==> run_1/floorplan.png <==
Pins as bars on the die edge.
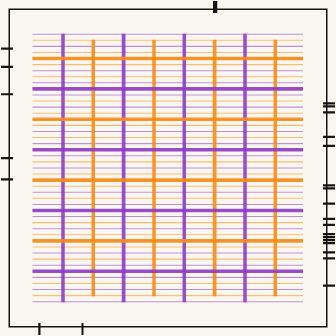
==> run_1/class_map.png <==
The bar under the picture is 50 um long.
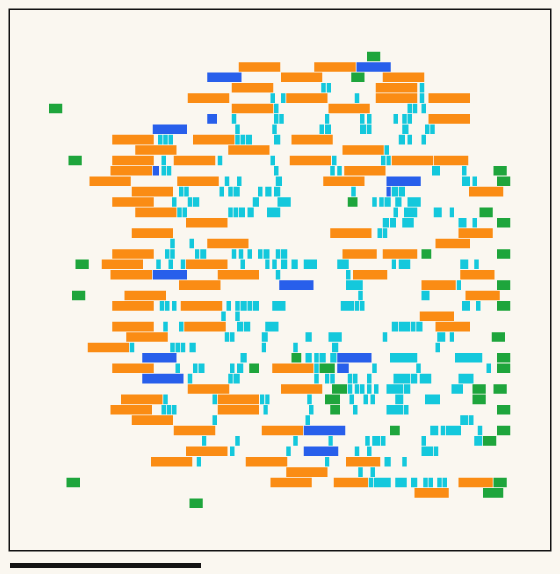
==> run_1/clock_wires.png <==
The bar under the picture is 50 um long.
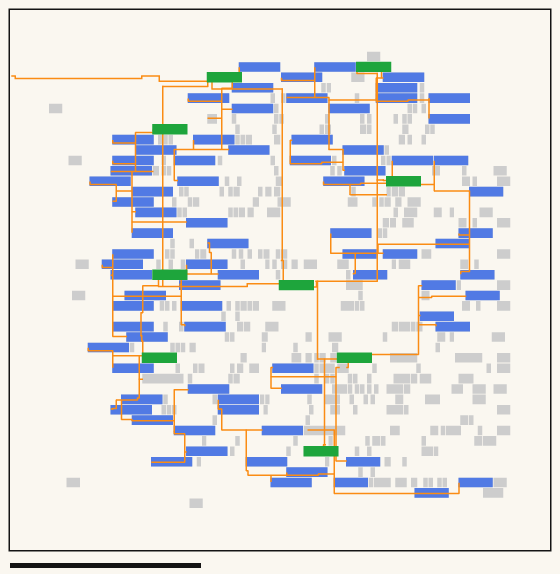
$ cat src/rtl/sync_fifo_core.sv
// sync_fifo_core: single-clock circular-buffer FIFO with registered read data.
// Pointers carry one extra wrap bit, so full and empty can be told apart
// without a separate counter. The level output comes from the pointer
// difference.
// Optional build macro FIFO_ERR_FLAGS_EN adds sticky overflow/underflow outputs.
module sync_fifo_core #(
  parameter int data_size = 8,
  parameter int addr_size = 3
) (
  input  logic                 clk,
  input  logic                 rst_n,
  input  logic                 write_en,
  input  logic [data_size-1:0] write_data,
  input  logic                 read_en,
  output logic [data_size-1:0] read_data,
  output logic                 fifo_empty,
  output logic                 fifo_full,
`ifdef FIFO_ERR_FLAGS_EN
  output logic                 overflow,
  output logic                 underflow,
`endif
  output logic [addr_size:0]   fifo_level
);

  localparam int depth = 1 << addr_size;
  localparam logic [addr_size:0] ptr_one = {{addr_size{1'b0}}, 1'b1};

  logic [data_size-1:0] mem [depth];
  logic [addr_size:0]   wr_ptr, rd_ptr;
  logic                 wr_ok, rd_ok;

  // Status is derived purely from the registered pointers.
  assign fifo_empty = (wr_ptr == rd_ptr);
  assign fifo_full  = (wr_ptr[addr_size] != rd_ptr[addr_size]) &&
                      (wr_ptr[addr_size-1:0] == rd_ptr[addr_size-1:0]);
  assign fifo_level = wr_ptr - rd_ptr;

  // Full blocks writes even when a read is in the same cycle.
  // Empty blocks reads, so write_data never reads through.
  assign wr_ok = write_en && !fifo_full;
  assign rd_ok = read_en && !fifo_empty;

  // Storage array has no reset; content is discarded logically by the pointers.
  always_ff @(posedge clk) begin
    if (wr_ok) mem[wr_ptr[addr_size-1:0]] <= write_data;
  end

  // Write pointer advances on every accepted write.
  always_ff @(posedge clk or negedge rst_n) begin
    if (!rst_n)     wr_ptr <= '0;
    else if (wr_ok) wr_ptr <= wr_ptr + ptr_one;
  end

  // Read pointer and registered read data update only on accepted reads.
  always_ff @(posedge clk or negedge rst_n) begin
    if (!rst_n) begin
      rd_ptr    <= '0;
      read_data <= '0;
    end else if (rd_ok) begin
      read_data <= mem[rd_ptr[addr_size-1:0]];
      rd_ptr    <= rd_ptr + ptr_one;
    end
  end

`ifdef FIFO_ERR_FLAGS_EN
  // Sticky error flags; only reset clears them.
  always_ff @(posedge clk or negedge rst_n) begin
    if (!rst_n) begin
      overflow  <= 1'b0;
      underflow <= 1'b0;
    end else begin
      if (write_en && fifo_full)  overflow  <= 1'b1;
      if (read_en && fifo_empty)  underflow <= 1'b1;
    end
  end
`endif

endmodule

$ cat config.mk
export PLATFORM = sky130hd
export DESIGN_NAME = sync_fifo_core
export DESIGN_NICKNAME = d
export VERILOG_FILES = /design/src/rtl/sync_fifo_core.sv
export SDC_FILE = /design/constraint.sdc
export NUM_CORES = 1
export LEC_CHECK = 0
export ABC_AREA = 1
export ABC_CLOCK_PERIOD_IN_PS = 6700
export CAP_MARGIN = 40
export CELL_PAD_IN_SITES_DETAIL_PLACEMENT = 0
export CELL_PAD_IN_SITES_GLOBAL_PLACEMENT = 1
export CORE_MARGIN = 10
export CORE_UTILIZATION = 25
export CTS_CLUSTER_SIZE = 12
export DETAILED_ROUTE_END_ITERATION = 10
export MAX_ROUTING_LAYER = met4
export PLACE_DENSITY_LB_ADDON = 0.1
export SYNTH_ARGS = -nofsm -noshare
export SYNTH_HDL_FRONTEND = slang
export SYNTH_SLANG_ARGS = --single-unit
$ cat constraint.sdc
create_clock -name clk -period 6.7 [get_ports clk]
set_input_delay 1.675 -clock clk [delete_from_list [all_inputs] [get_ports clk]]
set_output_delay 1.675 -clock clk [all_outputs]
set_load 0.02 [all_outputs]
==> notes.md, run 1 <==
Numbers from the implementation run.

The run finished with clean final reports. The flip-flop and latch count after synthesis is around 80. The number of global-route vias before repair is about 2300. The most congested layer reported by global routing is met2.

RePlAce ended its routability-driven mode at a weighted congestion of 0.719. The layout report lists the multi-input gate area as slightly above 1000 um2. The CTS tree is built.

After routing the design area is ~4500 um2. In the floorplan report the effective utilization is 0.254. The count of nets left with antenna violations once routing finished came out at 0. For this block, the initial DRC count from the detailed router was between 100 and 150. Per the skew report, the later register of the worst-skew pair sees a clock latency of approximately 0.35 ns.

The overall routed net length is around 9100 um. The initial antenna violation count is 0. The met1 global-route usage is 0.121. The top cell types in the final layout, fill and taps aside, are 108 x sky130_fd_sc_hd__nand2_1, 64 x sky130_fd_sc_hd__edfxtp_1, 57 x sky130_fd_sc_hd__inv_1, 42 x sky130_fd_sc_hd__nand3_1, 25 x sky130_fd_sc_hd__clkdlybuf4s50_1. The sequential area share after synthesis is 0.630. In this run the most critical hold path is launched from read_data[7]$_DFFE_PN0P_. Measured on the final layout, buffering overhead outside the clock network stands at 0.0768. The final layout contains around 410 nets. The cell area reported after detailed placement is about 4200 um2. Among all cell types in the netlist, the one instantiated most often is sky130_fd_sc_hd__nand2_1.

No sink is reached through more buffers than the 2 on the longest clock path. The worst setup path startpoint is rd_ptr[1]$_DFFE_PN0P_. The vertical die dimension reported for this design is about 140 um. The capture point of the worst path is fifo_level[3].

The all-layer global routing usage is 0.0981. The tightest slew margin relative to the limit is 0.438. Of the total power, combinational logic draws 0.415. The simple-gate share of the synthesized area is 0.236. The main flop type after synthesis is sky130_fd_sc_hd__edfxtp_1. The final timing summary puts the cycle share of the worst path at 0.715.

Per the detail_route report, routed wire per instance is about 16 um. The power report attributes to the sequential group a share of 0.339. Per the OpenROAD power report, leakage power amounts to 1.94 nW. The script computed the net switching share of total power as 0.390. The largest stage delay on the critical path is between 0.8 and 0.9 ns. The area taken by flip-flops and latches is around 2300 um2. The layout has about 63 inverters outside the clock class. The biggest fanout along the worst timing path is 20. The setup check on the worst reg-to-reg path leaves a slack of roughly 3.5 ns. The reported combinational group power is 0.000882 W.
Notes on floorplan.png above:
net	colour
VDD	orange
VSS	purple
met5 straps	8
rows	44
area of the core: 14500 um2
maximum ir drop on the vdd rail: 0.000231 V

Notes on class_map.png above:
class	colour	cells	share of their area
clock drivers and dummy loads	blue	15	7.3%
remaining logic cells	cyan	264	30%
remaining buffers and delay cells	green	35	8.1%
sequential cells	orange	80	55%

Notes on clock_wires.png above:
[clock-net drivers] green | count: 9
[clock wires] orange | length: 1230 um
[flip-flops] blue | count: 80
routed clock nets	10

==> run 2, diff against run 1 <==
--- a/config.mk
+++ b/config.mk
@@ -6,7 +6,7 @@
 export NUM_CORES = 1
 export LEC_CHECK = 0
 export ABC_AREA = 1
-export ABC_CLOCK_PERIOD_IN_PS = 6700
+export ABC_CLOCK_PERIOD_IN_PS = 4900
 export CAP_MARGIN = 40
 export CELL_PAD_IN_SITES_DETAIL_PLACEMENT = 0
 export CELL_PAD_IN_SITES_GLOBAL_PLACEMENT = 1
==> constraint.sdc (replaced) <==
create_clock -name clk -period 4.9 [get_ports clk]
set_input_delay 1.225 -clock clk [delete_from_list [all_inputs] [get_ports clk]]
set_output_delay 1.225 -clock clk [all_outputs]
set_load 0.02 [all_outputs]
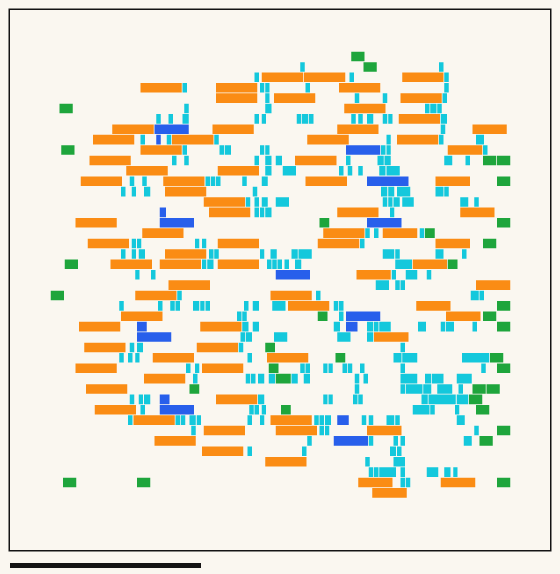
(run_2/class_map.png)
The bar under the picture is 50 um long.
class	colour	cells	share of their area
clock drivers and dummy loads	blue	16	7.0%
sequential cells	orange	80	55%
remaining buffers and delay cells	green	35	7.8%
remaining logic cells	cyan	264	30%
post-layout util: 0.308
proportion of cell area occupied by registers: 0.521
FP Rows: 44
Finished Cell Area: 4450 um2

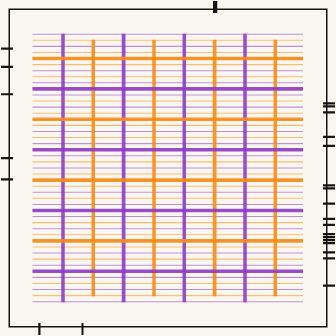
(run_2/floorplan.png)
Pins as bars on the die edge.
net	colour
VDD	orange
VSS	purple
met5 straps	8
signal pins	26
met4 straps	8

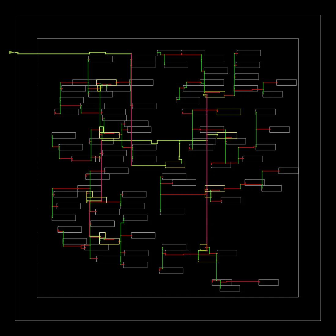
(run_2/clock_nets.png)
number of clock sinks seen by CTS: 80
registers: 80

==> notes.md, run 2 <==
Numbers from the implementation run.

For reference, the critical path is captured by fifo_level[3]. The per-cell routed wire length came to 16.0 um (+1.3%). The area of the core region is 14500 um2 (unchanged). The height of the die is 141 um (unchanged).

The data-path buffer share of cell area in the final layout is 0.0739 (-0.00287). The path depth of the worst reg2reg path is 10. The synthesis stats list as the most numerous cell sky130_fd_sc_hd__nand2_1.

According to the floorplan report, the die width is 141 um. The simple-gate share of the synthesized area came to 0.236 (unchanged). The net total in the final layout came to 408 (unchanged). The remaining number of nets flagged by the antenna check after routing is 0 (unchanged). The number of global-route vias before repair is 2307 (+0.043%).

The latest clock arrival within the worst-skew pair came to 0.34 ns (about the same). TritonCTS built the clock tree. The worst-case clock buffer depth was 2 (unchanged). The net switching share of the total power is 0.400 (+0.0101).

The area taken by flip-flops and latches is 2320 um2 (unchanged). The cell area reported after detailed placement was 4160 um2 (-0.36%). The highest ir drop seen on vdd is 0.000270 V (+17%). The met1 global-route usage is 0.132 (+0.0113).

The reg2reg setup slack was 2.21 ns (-1.24 ns). The share of power burned in combinational logic is 0.433 (+0.018). The largest stage delay on the critical path came to 0.62 ns (-0.27 ns). Per the cell usage report, the commonest logic cells after layout are 108 x sky130_fd_sc_hd__nand2_1, 64 x sky130_fd_sc_hd__edfxtp_1, 57 x sky130_fd_sc_hd__inv_1, 42 x sky130_fd_sc_hd__nand3_1, 25 x sky130_fd_sc_hd__clkdlybuf4s50_1. The per-instance average area after synthesis is 10.3 um2. The most congested layer reported by global routing is met2. The share of the core filled by cells before placement is 0.254 (unchanged). The fraction of synthesized cell area taken by the top area cell type is 0.522. The flip-flop and latch count after synthesis is 80 (unchanged). Across all stage logs, warnings added up to 26.

Post-route period utilization is reported as 0.797. The overall routed net length is 9280 um (+1.4%). The reported combinational group power is 0.00125 W (+42%). The part of the total power dissipated in the clock network is 0.235. The biggest fanout along the worst timing path is 11 (-45%).

The inverter count came to 63 (unchanged). The all-layer global routing usage is 0.0996 (+0.00158). The total leakage power came to 1.92 nW (-0.69%). Per STA, the startpoint of the critical path is rd_ptr[2]$_DFFE_PN0P_. Per the synth stats, the flop cell with the highest instance count is sky130_fd_sc_hd__edfxtp_1. The flow ran to the end, and the final reports show no timing, DRC or antenna violations. The sequential area share after synthesis is 0.630 (unchanged). The start point of the worst hold path is read_data[4]$_DFFE_PN0P_.
==> run 3, diff against run 2 <==
--- a/config.mk
+++ b/config.mk
@@ -6,7 +6,7 @@
 export NUM_CORES = 1
 export LEC_CHECK = 0
 export ABC_AREA = 1
-export ABC_CLOCK_PERIOD_IN_PS = 4900
+export ABC_CLOCK_PERIOD_IN_PS = 3300
 export CAP_MARGIN = 40
 export CELL_PAD_IN_SITES_DETAIL_PLACEMENT = 0
 export CELL_PAD_IN_SITES_GLOBAL_PLACEMENT = 1
==> constraint.sdc (replaced) <==
create_clock -name clk -period 3.3 [get_ports clk]
set_input_delay 0.825 -clock clk [delete_from_list [all_inputs] [get_ports clk]]
set_output_delay 0.825 -clock clk [all_outputs]
set_load 0.02 [all_outputs]
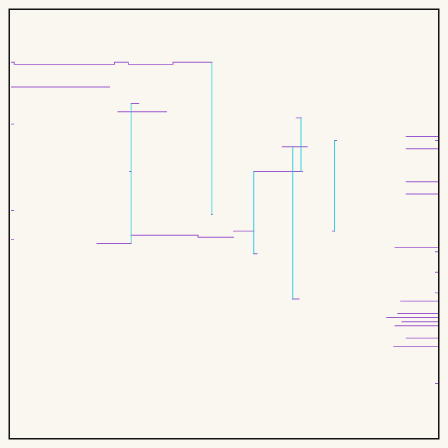
(run_3/layers.png)
Only two layers are drawn.
layer	colour	wire length
M4	cyan	222 um
M3	purple	357 um
wire length per cell after detailed routing: 16.0 um
WL final: 9290 um

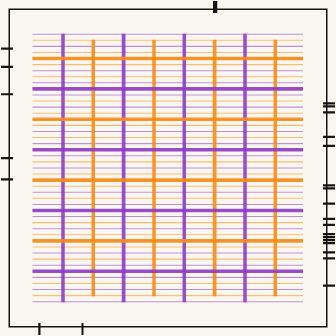
(run_3/floorplan.png)
Pins as bars on the die edge.
net	colour
VDD	orange
VSS	purple
rows	44
signal pins	26
maximum ir drop on the vdd rail: 0.000353 V
width of the die: 141 um
Die Y-Extent: 141 um

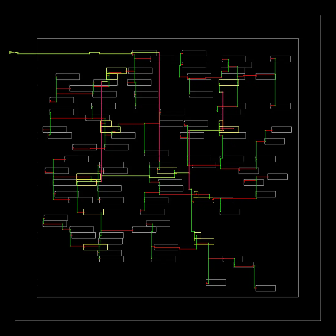
(run_3/clock_nets.png)
clock latency on the worst-skew pair: 0.34 ns
CLK BUF: 11
clock network power consumption: 0.00110 W
setup skew after layout: 0.00702 ns

==> notes.md, run 3 <==
Numbers from the implementation run.

The flop share of the area is 0.515 (-0.00622). The area taken by flip-flops and latches came to 2320 um2 (unchanged). The total number of sequential cells was 80 (unchanged). The path depth of the worst reg2reg path was 9 (-1). The per-instance average area after synthesis was 10.3 um2 (unchanged). The simple-gate share of the synthesized area is 0.236 (unchanged).

The fmax is between 300 and 400 MHz. The total leakage power is 1.96 nW (+2.1%). After routing, the total negative slack on setup checks comes to 0 ns. The largest stage delay on the critical path is 0.62 ns (about the same). The start point of the worst hold path is read_data[2]$_DFFE_PN0P_. sky130_fd_sc_hd__nand2_1 is the most common cell in the netlist.

The flow ran to the end, and the final reports show no timing, DRC or antenna violations. The share of power burned in combinational logic is 0.431 (-0.002). The critical path runs through a total of 5 cells.

The tool flagged a number of max-cap violations equal to 0. The count of inserted antenna diode cells is 0. The biggest fanout along the worst timing path is 7 (-4). The all-layer global routing usage was 0.0998 (+0.000166).

The kind of cell with the highest combined delay along the critical path is buffers and inverters. Per the post-run analysis, buffers plus inverters along the critical path come to 1. The part of the total power dissipated in the clock network was 0.249 (+0.014). The main flop type after synthesis is sky130_fd_sc_hd__edfxtp_1.

The sequential area share after synthesis came to 0.630 (unchanged). In the final routing, the length of wire on met1 measures 4580 um. The floorplan row count is 44 (unchanged). The period utilization is 0.933. The share of the core filled by cells before placement is 0.254 (unchanged). The tool warning count is 26 (unchanged). The reg2reg setup slack is 0.91 ns (-1.30 ns). For reference, the most critical setup path is categorized as reg -> out. The net switching share of the total power is 0.387 (-0.0132). The final core utilization was 0.311 (+0.00372). The summed area of non-filler cells in the final layout is 4510 um2 (+1.2%). The number of global-route vias before repair is 2352 (+2.0%).

The reported combinational group power was 0.00190 W (+52%). The met1 global-route usage is 0.125 (-0.00738). The fraction of synthesized cell area taken by the top area cell type came to 0.522 (unchanged). The area of the core region is 14500 um2 (unchanged). The number of sinks driven by the clock tree is 80 (unchanged). The net total in the final layout is 411 (+0.74%). The most common logic cells in the final layout are 108 x sky130_fd_sc_hd__nand2_1, 64 x sky130_fd_sc_hd__edfxtp_1, 57 x sky130_fd_sc_hd__inv_1, 42 x sky130_fd_sc_hd__nand3_1, 25 x sky130_fd_sc_hd__clkdlybuf4s50_1. The data-path buffer share of cell area in the final layout is 0.0772 (+0.00328). The inverter count is 63 (unchanged). The cell area reported after detailed placement is 4180 um2 (+0.45%). The remaining number of nets flagged by the antenna check after routing is 0 (unchanged). In the post-route analysis, the smallest setup slack over all paths is about 0.22 ns.
No activity file was given, so power comes from the tool's default toggle rates.
